--- src/rtl/divide_seq.sv ---
// Sequential signed fixed-point divider: restoring division, one quotient bit per cycle,
// with round-toward-zero, saturation, divide-by-zero handling and a valid/ready handshake.
module divide_seq #(
    parameter int Q_BITS    = 10,
    parameter int D_WIDTH   = 32,
    parameter int TAG_WIDTH = 4
) (
    input  logic                 clock,
    input  logic                 reset,
    input  logic                 valid_in,
    output logic                 ready_in,
    input  logic [D_WIDTH-1:0]   dividend,
    input  logic [D_WIDTH-1:0]   divisor,
    input  logic [TAG_WIDTH-1:0] tag_in,
    output logic                 valid_out,
    input  logic                 ready_out,
    output logic [D_WIDTH-1:0]   quotient,
    output logic                 div_by_zero,
    output logic                 overflow,
    output logic [TAG_WIDTH-1:0] tag_out
);

    localparam int N  = D_WIDTH + Q_BITS;
    localparam int CW = $clog2(N + 1);
    localparam logic [CW-1:0]      L_LAST    = CW'(N);
    localparam logic [CW-1:0]      L_CNT_ONE = CW'(1);
    localparam logic [N-1:0]       L_ONE     = {{(N-1){1'b0}}, 1'b1};
    localparam logic [N-1:0]       L_NEG_LIM = L_ONE << (D_WIDTH - 1);
    localparam logic [N-1:0]       L_POS_LIM = L_NEG_LIM - L_ONE;
    localparam logic [D_WIDTH-1:0] L_MAX     = {1'b0, {(D_WIDTH-1){1'b1}}};
    localparam logic [D_WIDTH-1:0] L_MIN     = {1'b1, {(D_WIDTH-1){1'b0}}};

    typedef enum logic [1:0] {IDLE, CALC, DONE} state_t;

    state_t                 r_state;
    state_t                 w_next;
    logic [CW-1:0]          r_cnt;
    logic [N-1:0]           r_num;
    logic [N-1:0]           r_q;
    logic [D_WIDTH-1:0]     r_rem;
    logic [D_WIDTH-1:0]     r_div;
    logic                   r_sign;
    logic                   r_zero_div;
    logic [TAG_WIDTH-1:0]   r_tag;
    logic [D_WIDTH-1:0]     r_quotient;
    logic                   r_div_by_zero;
    logic                   r_overflow;
    logic [TAG_WIDTH-1:0]   r_tag_out;

    // Magnitudes are held unsigned so the most negative operand maps to 2^(D_WIDTH-1).
    logic [D_WIDTH-1:0]     w_dd_mag;
    logic [D_WIDTH-1:0]     w_ds_mag;
    logic [D_WIDTH:0]       w_trial;
    logic [D_WIDTH:0]       w_diff;
    logic                   w_fits;
    logic [D_WIDTH-1:0]     w_fin_q;
    logic                   w_fin_ovf;

    assign w_dd_mag = dividend[D_WIDTH-1] ? -dividend : dividend;
    assign w_ds_mag = divisor[D_WIDTH-1]  ? -divisor  : divisor;
    assign w_trial  = {r_rem, r_num[N-1]};
    assign w_diff   = w_trial - {1'b0, r_div};
    assign w_fits   = ~w_diff[D_WIDTH];

    // NOTE: every combinational output gets a default first, so no path leaves it unassigned and no latch is inferred.
    always_comb begin
        w_fin_q   = r_q[D_WIDTH-1:0];
        w_fin_ovf = 1'b0;
        if (r_zero_div) begin
            w_fin_q = r_sign ? L_MIN : L_MAX;
        end else if (r_sign) begin
            if (r_q > L_NEG_LIM) begin
                w_fin_q   = L_MIN;
                w_fin_ovf = 1'b1;
            end else begin
                w_fin_q = -r_q[D_WIDTH-1:0];
            end
        end else if (r_q > L_POS_LIM) begin
            w_fin_q   = L_MAX;
            w_fin_ovf = 1'b1;
        end
    end

    // NOTE: clocked state uses non-blocking assignments so every register samples pre-edge values.
    always_ff @(posedge clock) begin
        if (reset) r_state <= IDLE;
        else       r_state <= w_next;
    end

    always_comb begin
        w_next = r_state;
        case (r_state)
            IDLE:    if (valid_in)        w_next = CALC;
            CALC:    if (r_cnt == L_LAST) w_next = DONE;
            DONE:    if (ready_out)       w_next = IDLE;
            default:                      w_next = IDLE;
        endcase
    end

    always_comb begin
        ready_in  = (r_state == IDLE);
        valid_out = (r_state == DONE);
    end

    // A zero divisor preloads the counter so CALC finalizes on the very next edge.
    always_ff @(posedge clock) begin
        if (reset) begin
            r_cnt         <= '0;
            r_num         <= '0;
            r_q           <= '0;
            r_rem         <= '0;
            r_div         <= '0;
            r_sign        <= 1'b0;
            r_zero_div    <= 1'b0;
            r_tag         <= '0;
            r_quotient    <= '0;
            r_div_by_zero <= 1'b0;
            r_overflow    <= 1'b0;
            r_tag_out     <= '0;
        end else begin
            case (r_state)
                IDLE: if (valid_in) begin
                    r_num      <= {w_dd_mag, {Q_BITS{1'b0}}};
                    r_div      <= w_ds_mag;
                    r_rem      <= '0;
                    r_q        <= '0;
                    r_sign     <= dividend[D_WIDTH-1] ^ divisor[D_WIDTH-1];
                    r_zero_div <= (divisor == '0);
                    r_tag      <= tag_in;
                    r_cnt      <= (divisor == '0) ? L_LAST : '0;
                end
                CALC: if (r_cnt != L_LAST) begin
                    r_rem <= w_fits ? w_diff[D_WIDTH-1:0] : w_trial[D_WIDTH-1:0];
                    r_q   <= {r_q[N-2:0], w_fits};
                    r_num <= {r_num[N-2:0], 1'b0};
                    r_cnt <= r_cnt + L_CNT_ONE;
                end else begin
                    r_quotient    <= w_fin_q;
                    r_overflow    <= w_fin_ovf;
                    r_div_by_zero <= r_zero_div;
                    r_tag_out     <= r_tag;
                end
                default: ;
            endcase
        end
    end

    assign quotient    = r_quotient;
    assign div_by_zero = r_div_by_zero;
    assign overflow    = r_overflow;
    assign tag_out     = r_tag_out;

endmodule
--- config.mk ---
export PLATFORM = sky130hd
export DESIGN_NAME = divide_seq
export DESIGN_NICKNAME = d
export VERILOG_FILES = /design/src/rtl/divide_seq.sv
export SDC_FILE = /design/constraint.sdc
export NUM_CORES = 1
export LEC_CHECK = 0
export CORE_ASPECT_RATIO = 0.8
export CORE_MARGIN = 4
export CORE_UTILIZATION = 30
export CTS_CLUSTER_DIAMETER = 30
export CTS_CLUSTER_SIZE = 28
export DETAILED_ROUTE_END_ITERATION = 12
export MAX_ROUTING_LAYER = met4
export SYNTH_ARGS = -nofsm -noshare
export SYNTH_HDL_FRONTEND = slang
export SYNTH_SLANG_ARGS = --single-unit
export TNS_END_PERCENT = 50
--- constraint.sdc ---
create_clock -name clock -period 9.4 [get_ports clock]
set_input_delay 2.35 -clock clock [delete_from_list [all_inputs] [get_ports clock]]
set_output_delay 2.35 -clock clock [all_outputs]
set_load 0.02 [all_outputs]
==> results.cfg <==
; generated from flow reports
[run_status]
outcome = finished clean

[placement]
postPlaceCellArea_mm2 = 0.0123
dp.cells = 1881

[cts]
cts_setup_buffers = 0
cts_buffers = 17
cts_buffer_depth = 2
worstSkewPairLatency_ns = 0.46
holdBufCountCts = 0
clkTransAtPathRegs_ns = 0.08

[grt]
grt_pass1_wl_um = 48000
antenna_found_initial = 0

[detailed_routing]
detail_route.wl_per_cell_um = 15.1
wl_um = 28800
first_pass_iters = 5

[run]
maxCapViolCount = 0
warnings = 27

[logic_synthesis]
yosys_warnings = 0
syn_nets = 1475
synth_area_mm2 = 0.0109
ys_ff = 190
synthCells = 1365
flop_cell = dfxtp_1
synthArstFlopShare_pct = 0
synth-edff-count = 0

[critical_path]
worstSetupPathType = input pin to register
required_ns = 9.78

[finish]
final_cell_mix = 190 x dfxtp_1, 158 x nor2_1, 134 x nand2_1, 110 x clkdlybuf4s50_1, 103 x a21oi_1
final_util_pct = 36.2

[power_and_ir_drop]
p_total_uw = 2240
p_sw_uw = 749
p_sw_share_pct = 33.5
peakVddDrop_v = 0.000120
internal_power_uw = 1490

[sta]
hold_viol = 0
max_freq_ghz = 0.186
rsz0062_at_grt = no
whs_ns = 0.455

[floorplan]
initCoreUtil_pct = 30.3

[min_path]
hold_path.class = register to register
[synthesized netlist by cell type (5+ instances only)]
library cell,instances,share of area [%]
nor2b_1,9,0.52
a311oi_1,5,0.40
xor2_1,67,5.4
dfxtp_1,190,35
clkbuf_1,74,2.6
or4_1,17,1.2
o31ai_1,35,2.4
o221ai_1,7,0.56
a22o_1,38,3.1
a31oi_1,8,0.46
nand4_1,8,0.46
nor2_1,161,5.6
nor4_1,12,0.69
mux2i_1,30,2.8
nand3b_1,6,0.42
ha_1,37,4.3
nor3_1,42,1.9
o21a_1,12,0.83
and2_1,7,0.40
o41ai_1,13,1.0
o211ai_1,10,0.69
a21oi_1,104,4.8
or3_1,9,0.52
inv_1,51,1.8
o21ai_0,81,3.7
a211oi_1,63,4.4
a221oi_1,5,0.40
a21o_1,21,1.5
nand3_1,17,0.78
a2111oi_0,5,0.40
buf_2,5,0.23
nand2_1,134,4.6
buf_1,5,0.17
xnor2_1,22,1.8
a32oi_1,5,0.40
nand2b_1,6,0.35
[layer usage]
| metal | vias to the layer above | GRT usage, % | part of all wire [%] |
|---|---|---|---|
| met2 | 149 | 23.8 | 45 |
| li1 | 5054 | - | - |
| met5 | - | - | 0 |
| met1 | 4671 | 20.7 | 51 |
| met4 | 0 | 3.51 | 1.3 |
| met3 | 27 | 2.69 | 3.0 |
[path summary, 6_finish.rpt]
check / start / to / slack, ns / cells past startpoint
setup / recovery: divisor[6] / r_cnt[5]$_SDFFE_PP0P_ / 4.02 / 10
hold / removal: quotient[28]$_SDFFE_PP0P_ / quotient[28]$_SDFFE_PP0P_ / 0.46 / 2
setup reg to reg: r_num[41]$_SDFFE_PP0P_ / r_rem[6]$_SDFFE_PP0P_ / 5.01 / 14
hold reg to reg: quotient[28]$_SDFFE_PP0P_ / quotient[28]$_SDFFE_PP0P_ / 0.46 / 2
[power by group through the flow]
stage / sequential, uW / clock (uW) / combinational [uW]
after floorplan: 884 / 0 / 471
after global placement: 892 / 0 / 609
after detailed placement: 894 / 0 / 616
after CTS: 875 / 766 / 618
after global routing: 881 / 797 / 696
final: 875 / 744 / 619
[cell type report]
type | count | area (um2) | share of cell area [%]
multi-input combinational | 1038 | 6570 | 50.7
sequential | 190 | 3800 | 29.4
timing repair buffer | 121 | 1180 | 9.14
tap | 480 | 601 | 4.64
clock buffer | 17 | 425 | 3.29
inverter | 52 | 195 | 1.51
clock inverter | 15 | 174 | 1.34
[state kept, by name, indices dropped and copies added (netlist names)]
register	cells
r_sign	1
r_rem	32
overflow	1
r_tag	4
r_div	32
quotient	32
tag_out	4
div_by_zero	1
r_cnt	6
r_q	42
r_zero_div	1
r_state	2
r_num	32
[critical path, stage by stage]
cell and delay (ns):
clkdlybuf4s50_1 0.48, or4_1 0.60, nor4b_1 0.83, nand3_1 0.23
or4_1 0.51, nor3_1 0.29, nand2_1 0.15, o31ai_1 0.11
nand2_1 0.08, a21oi_1 0.13
[logic make-up after synthesis]
kind of cell / synth area share (%)
buffers and inverters: 4.87
AND/OR/NAND/NOR: 19.2
multiplexers: 2.77
AND-OR/OR-AND: 26.5
adder cells (fa/ha/maj): 4.45
flip-flops: 35.0
XOR/XNOR: 7.18
==> images/port_trees.png <==
Scale: 1 px per um.
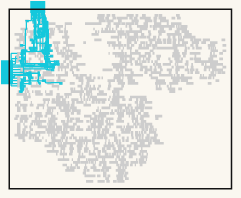
dividend -> cyan  # bits 32, direction input, end cells 76, buffers 32, wire 1500 um

==> images/placed.png <==
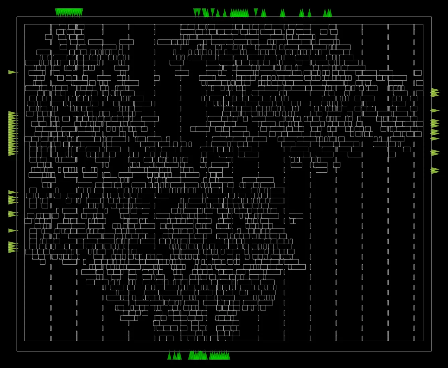
Seq area share: 29.4%
Core ar.: 0.0358 mm2
tap cells: 480
row count: 62

==> images/pinout.png <==
Scale: 2 px per um. Pins as bars across the die edge, other pins in gray.
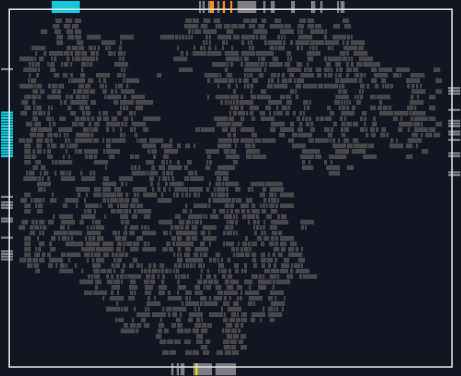
tag_out -> orange  # pins 4, direction output, edge top
dividend -> cyan  # pins 32, direction input, edge 17 left, 15 top
ready_in -> yellow  # pins 1, direction output, edge bottom
all pins by edge = 44 top, 29 left, 25 bottom, 14 right
IO Port Bufs: 111
Die Ht: 178 um
Die X: 221 um

==> images/layers.png <==
Scale: 1 px per um. Two of the layers only.
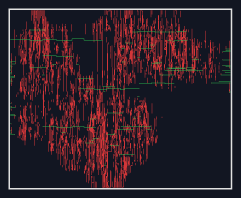
M2 -> red  # wire length 12900 um
M3 -> green  # wire length 865 um

==> images/m2.png <==
Scale: 2 px per um.
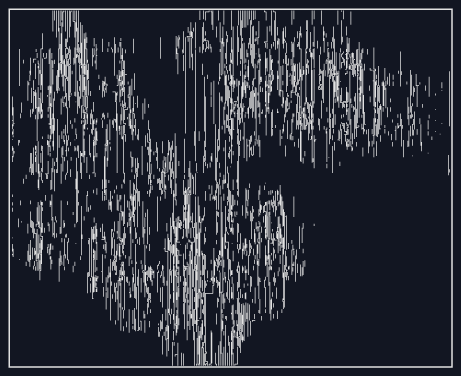
main direction = vertical
longest straight run = 55.8 um
wire length on this layer = 12900 um
share of all routed wire = 45%
nets with wire on the layer = 1218

